`config.mk`:
```
export PLATFORM = sky130hd
export DESIGN_NAME = max3421_spi_responder
export DESIGN_NICKNAME = d
export VERILOG_FILES = /design/src/rtl/max3421_pkg.sv /design/src/rtl/spi_input_sync.sv /design/src/rtl/max3421_spi_responder.sv
export SDC_FILE = /design/constraint.sdc
export NUM_CORES = 1
export LEC_CHECK = 0
export CAP_MARGIN = 20
export CORE_MARGIN = 3
export CORE_UTILIZATION = 45
export DETAILED_ROUTE_END_ITERATION = 8
export PLACE_DENSITY = 0.64
export SETUP_SLACK_MARGIN = 0.15
export SLEW_MARGIN = 20
export SYNTH_ARGS = -nofsm -noshare
export SYNTH_HDL_FRONTEND = slang
export SYNTH_HIERARCHICAL = 1
export SYNTH_SLANG_ARGS = --single-unit
```
`constraint.sdc`:
```
create_clock -name clk_in -period 3.44 [get_ports clk_in]
set_input_delay 0.688 -clock clk_in [delete_from_list [all_inputs] [get_ports clk_in]]
set_output_delay 0.688 -clock clk_in [all_outputs]
set_load 0.1 [all_outputs]
```
`src/rtl/max3421_pkg.sv`:
```
// rtl/max3421_pkg.sv - shared types and command-field positions for the MAX3421 SPI responder
package max3421_pkg;
  typedef enum logic [1:0] {IDLE, CMD, DATA} state_t;

  localparam int REG_COUNT    = 32;
  localparam int ADDR_W       = $clog2(REG_COUNT);
  localparam int CMD_ADDR_MSB = 7;
  localparam int CMD_ADDR_LSB = 3;
  localparam int CMD_DIR_BIT  = 1;
endpackage

```
`src/rtl/spi_input_sync.sv`:
```
// rtl/spi_input_sync.sv - multi-stage synchronizer with rise/fall detect for asynchronous SPI pins
module spi_input_sync #(
  parameter int   SYNC_STAGES = 2,
  parameter logic RESET_VAL   = 1'b0
) (
  input  logic clk_in,
  input  logic rst_in,
  input  logic d_in,
  output logic q_out,
  output logic rise_out,
  output logic fall_out
);
  logic [SYNC_STAGES-1:0] chain_q;
  logic                   prev_q;

  always_ff @(posedge clk_in) begin
    if (!rst_in) begin
      chain_q <= {SYNC_STAGES{RESET_VAL}};
      prev_q  <= RESET_VAL;
    end else begin
      chain_q <= {chain_q[SYNC_STAGES-2:0], d_in};
      prev_q  <= chain_q[SYNC_STAGES-1];
    end
  end

  assign q_out    = chain_q[SYNC_STAGES-1];
  assign rise_out = q_out & ~prev_q;
  assign fall_out = ~q_out & prev_q;
endmodule

```
`src/rtl/max3421_spi_responder.sv`:
```
// rtl/max3421_spi_responder.sv - MAX3421-style SPI target with 32x8 register file
// MAX3421_SPI_RESP_AUTOINC_EN: advance the register address after each data byte.
module max3421_spi_responder
  import max3421_pkg::*;
#(
  parameter int SYNC_STAGES = 2
) (
  input  logic              clk_in,
  input  logic              rst_in,
  input  logic              sclk_in,
  input  logic              mosi_in,
  input  logic              n_ss_in,
  input  logic [7:0]        status_in,
  output logic              miso_out,
  output logic              miso_oe_out,
  output logic              wr_valid_out,
  output logic [ADDR_W-1:0] wr_addr_out,
  output logic [7:0]        wr_data_out,
  input  logic [ADDR_W-1:0] host_addr_in,
  output logic [7:0]        host_data_out,
  output logic              txn_done_out,
  output logic [6:0]        byte_count_out
);
  logic sclk_rise, sclk_fall, ss_rise, ss_fall, mosi_s;
  logic sclk_lvl_unused, ss_lvl_unused, mosi_rise_unused, mosi_fall_unused;

  spi_input_sync #(.SYNC_STAGES(SYNC_STAGES), .RESET_VAL(1'b0)) u_sclk_sync (
    .clk_in(clk_in), .rst_in(rst_in), .d_in(sclk_in),
    .q_out(sclk_lvl_unused), .rise_out(sclk_rise), .fall_out(sclk_fall));

  spi_input_sync #(.SYNC_STAGES(SYNC_STAGES), .RESET_VAL(1'b1)) u_ss_sync (
    .clk_in(clk_in), .rst_in(rst_in), .d_in(n_ss_in),
    .q_out(ss_lvl_unused), .rise_out(ss_rise), .fall_out(ss_fall));

  spi_input_sync #(.SYNC_STAGES(SYNC_STAGES), .RESET_VAL(1'b0)) u_mosi_sync (
    .clk_in(clk_in), .rst_in(rst_in), .d_in(mosi_in),
    .q_out(mosi_s), .rise_out(mosi_rise_unused), .fall_out(mosi_fall_unused));

  state_t            state_q, state_d;
  logic [2:0]        bit_cnt_q;
  logic [6:0]        rx_q;
  logic [7:0]        tx_q;
  logic [ADDR_W-1:0] addr_q, next_addr;
  logic              wr_q;
  logic [7:0]        regs [REG_COUNT];
  logic [7:0]        rx_byte, tx_load;
  logic              byte_done, wr_en;

  assign rx_byte     = {rx_q, mosi_s};
  assign miso_out    = tx_q[7];
  assign miso_oe_out = (state_q != IDLE);

  always_comb begin
    state_d   = state_q;
    byte_done = 1'b0;
    wr_en     = 1'b0;
    next_addr = addr_q;
    tx_load   = '0;
    case (state_q)
      IDLE: if (ss_fall) state_d = CMD;
      CMD, DATA: begin
        // nSS rise takes priority over a coincident SCLK edge
        if (ss_rise) begin
          state_d = IDLE;
        end else if (sclk_rise && bit_cnt_q == 3'd7) begin
          byte_done = 1'b1;
          state_d   = DATA;
        end
      end
      default: state_d = IDLE;
    endcase

    if (state_q == CMD) begin
      tx_load = regs[rx_byte[CMD_ADDR_MSB:CMD_ADDR_LSB]];
    end else begin
      wr_en = byte_done && wr_q;
`ifdef MAX3421_SPI_RESP_AUTOINC_EN
      next_addr = addr_q + {{(ADDR_W-1){1'b0}}, 1'b1};
`else
      next_addr = addr_q;
`endif
      // write-first bypass so a frozen address returns the byte just written
      tx_load = (wr_en && next_addr == addr_q) ? rx_byte : regs[next_addr];
    end
  end

  always_ff @(posedge clk_in) begin
    if (!rst_in) begin
      state_q        <= IDLE;
      bit_cnt_q      <= '0;
      rx_q           <= '0;
      tx_q           <= '0;
      addr_q         <= '0;
      wr_q           <= 1'b0;
      wr_valid_out   <= 1'b0;
      wr_addr_out    <= '0;
      wr_data_out    <= '0;
      host_data_out  <= '0;
      txn_done_out   <= 1'b0;
      byte_count_out <= '0;
      for (int i = 0; i < REG_COUNT; i++) regs[i] <= '0;
    end else begin
      state_q       <= state_d;
      wr_valid_out  <= wr_en;
      txn_done_out  <= ss_rise;
      host_data_out <= regs[host_addr_in];
      if (wr_en) begin
        regs[addr_q] <= rx_byte;
        wr_addr_out  <= addr_q;
        wr_data_out  <= rx_byte;
      end

      if (state_q == IDLE) begin
        if (ss_fall) begin
          tx_q           <= status_in;
          bit_cnt_q      <= '0;
          byte_count_out <= '0;
        end
      end else if (!ss_rise) begin
        if (sclk_rise) begin
          rx_q      <= rx_byte[6:0];
          bit_cnt_q <= bit_cnt_q + 3'd1;
          if (byte_done) begin
            tx_q <= tx_load;
            if (byte_count_out != 7'd127) byte_count_out <= byte_count_out + 7'd1;
            if (state_q == CMD) begin
              addr_q <= rx_byte[CMD_ADDR_MSB:CMD_ADDR_LSB];
              wr_q   <= rx_byte[CMD_DIR_BIT];
            end else begin
              addr_q <= next_addr;
            end
          end
        end else if (sclk_fall && bit_cnt_q != 3'd0) begin
          // the fall after a byte's 8th rise keeps the freshly loaded bit 7
          tx_q <= {tx_q[6:0], 1'b0};
        end
      end
    end
  end
endmodule

```
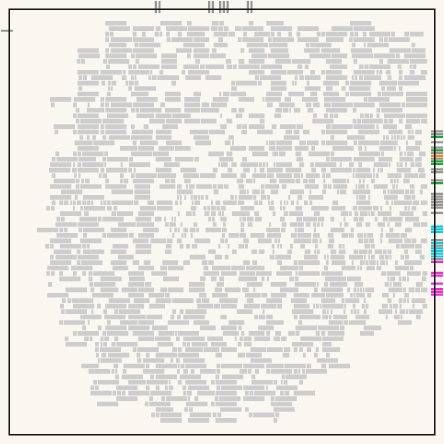
Figure 1: run 1, pin placement.
(2 px per um) Pins as bars across the die edge, other pins in gray.
[orange] `mosi_in` | pins: 1 | direction: input | edge: right
[cyan] `status_in` | pins: 8 | direction: input | edge: right
[magenta] `byte_count_out` | pins: 7 | direction: output | edge: right
[green] `wr_addr_out` | pins: 5 | direction: output | edge: right
all pins by edge: 40 right, 9 top, 1 left
Port Buffers: 49
width of the die: 212 um

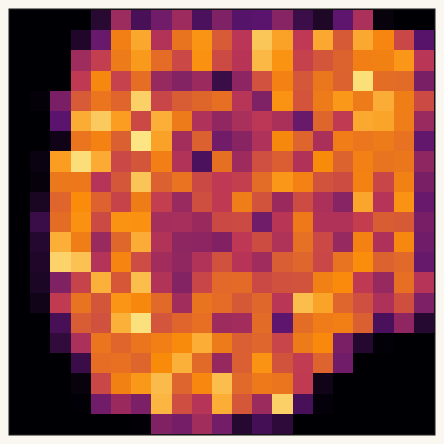
Figure 2: run 1, placement density heat map.
(2 px per um) The die is cut into 21 by 21 equal tiles; black is low, pale yellow is high, 0 to 100% covered.
emptiest ninth of the die: bottom right
fullest tile: 94%
tiles over 75% full: 13%
mean over tiles: 46%
nearly empty tiles: 18%

==> reports/qor.txt, run 1 <==
Worst r2r dst - regs[28][0]
Seq pwr share - 0.497
Outcome - finished, final reports clean
Routed WL per cell - 30.4 um
Setup Fix Bufs, Post-CTS - 0
Sw power - 2.14 mW
Hold depth - 1
Metal2 WL - 26.4 mm
Largest Register - regs
Switching Fraction - 0.235
Hold path endpoint - u_ss_sync/chain_q[1]
CP max stage delay - 0.59 ns
Worst r2r src - state_q[0]
Combinational group power - 0.695 mW
Peak supply drop - 0.316 mV
P_int - 6.99 mW
Hold Worst Slack - 0.436 ns
Syn. warnings - 6
Power per cell area - 429 mW/mm^2
Min-delay worst type - reg2reg
GRT met1 Usage - 0.405
Insertion Delay late pin - 0.55 ns
Worst slack, placed - 0.493 ns
Tot Pwr - 9.13 mW
Critical Path End - regs[28][0]
Top routing layer used - met5
Chip area - 0.0449 mm^2
Critical path class - reg2reg
R2R setup slack - 0.35 ns
Critical path's slowest cell - and3b_1
RSZ-0062 raised after global routing - no
CTS Sinks - 330
Post-layout period usage - 0.899
CTS H-Tree Depth - 2
Layout clock buffers - 47
Routed WL - 61.0 mm
Largest net degree at the start of global routing - 49
Antenna violations before repair - 4
Syn-to-layout area delta - 11.5%
Number of diodes - 0
Crit path DRT - 3.70 ns
Comb/total area - 0.429
CP cell instances - inv_1 > ha_1 > and4b_1 > and3b_1 > nand3_1 > o21ai_0 > buf_4
Initial DRC count - 1864
Logic pwr share - 0.076
Slew Limit Fails - 0
Placed Cells - 1943
Flop count - 330
DR WL met3 - 6.34 mm
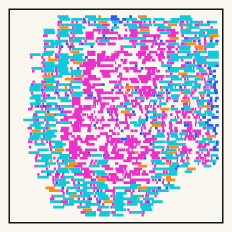
Figure 3: run 1, cell classes on the final placement.
(1 px per um)
[orange] clock drivers and dummy loads | cells: 64
[blue] remaining buffers and delay cells | cells: 132
[magenta] combinational and other logic | cells: 949
[cyan] sequential cells | cells: 330
fin area: 0.0213 mm^2
Core ar.: 0.0414 mm^2
num rows: 74
Finished Core Util: 0.514
fraction of area in registers: 0.431

Figure 4. Wiring by layer (run 1).
(1 px per um)
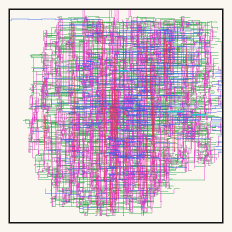

==> inputs of run 2 (changes only) <==
--- a/config.mk
+++ b/config.mk
@@ -5,7 +5,7 @@
 export SDC_FILE = /design/constraint.sdc
 export NUM_CORES = 1
 export LEC_CHECK = 0
-export CAP_MARGIN = 20
+export CAP_MARGIN = 30
 export CORE_MARGIN = 3
 export CORE_UTILIZATION = 45
 export DETAILED_ROUTE_END_ITERATION = 8
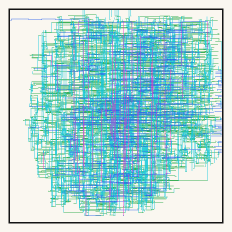
Figure 5: run 2, wiring by layer.
(1 px per um)
[blue] metal 3 | wire length: 7510 um
[green] metal 1 | wire length: 24.5 mm
[cyan] metal 2 | wire length: 26.4 mm
[magenta] metal 4 | wire length: 2530 um
Routed WL: 61.0 mm
via total after detailed routing: 13100
GR Util All Layers: 0.274
Routed WL per cell: 30.3 um

==> run 2 against run 1 <==
Net effect: wire length about the same; critical endpoint is now regs[28][6]; final area rose by 0.28%; worst hold slack worse by 0.0042 ns; clock skew is 0.019 ns higher; first-iteration DRC count up 8.6%; non-clock buffer count increased by 2; core utilization increased by 0.15 points; global-route usage hardly changed; synthesized area is the same; power increased by 1.4%; die size unchanged; highest routed layer is now met4; register-to-register slack gained 0.06 ns.
==> reports/qor.txt, run 2 <==
Outcome - finished, final reports clean
Hold Worst Slack - 0.431 ns
Switching Fraction - 0.234
Number of diodes - 1
CTS Sinks - 330
Syn-to-layout area delta - 11.8%
Critical path's slowest cell - and3b_1
Top routing layer used - met4
Port Buffers - 49
Flop count - 330
Largest Register - regs
Worst slack, placed - 0.477 ns
Placed Cells - 1944
Crit path DRT - 3.72 ns
P_int - 7.09 mW
Fraction of area in registers - 0.430
Post-layout period usage - 0.881
Syn. warnings - 6
Critical Path End - regs[28][6]
Hold path endpoint - u_ss_sync/chain_q[1]
Combinational group power - 0.694 mW
Initial DRC count - 2024
DR WL met3 - 7.51 mm
Tot Pwr - 9.26 mW
Logic pwr share - 0.075
Worst r2r src - state_q[0]
Finished Core Util - 0.516
Die y size - 212 um
Chip area - 0.0449 mm^2
Setup Fix Bufs, Post-CTS - 0
Worst r2r dst - regs[28][6]
CP cell instances - inv_1 > ha_1 > and4b_1 > and3b_1 > nand3_1 > o21ai_0 > buf_4
Antenna violations before repair - 2
GRT met1 Usage - 0.398
Sw power - 2.17 mW
Signal buf overhead - 0.0518
Largest net degree at the start of global routing - 49
Seq pwr share - 0.490
Critical path class - reg2reg
Slew Limit Fails - 0
Power per cell area - 434 mW/mm^2
Core ar. - 0.0414 mm^2
CTS H-Tree Depth - 2
Num rows - 74
Fin area - 0.0213 mm^2
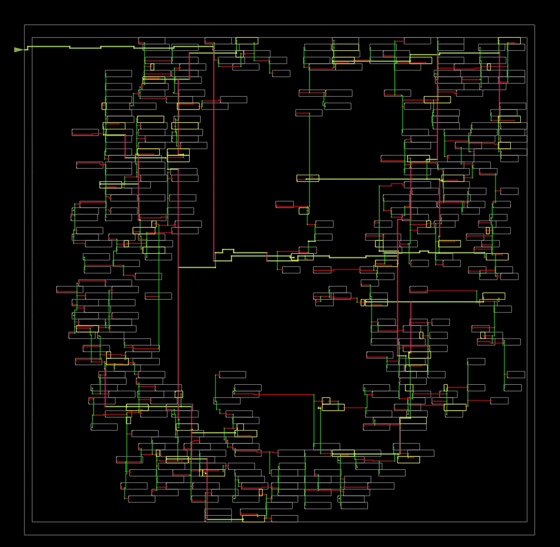
Figure 6: run 2, clock routing.
Layout clock buffers: 41
Insertion Delay late pin: 0.57 ns
Layout Skew: 0.0349 ns

Power and IR drop assume default switching activity.
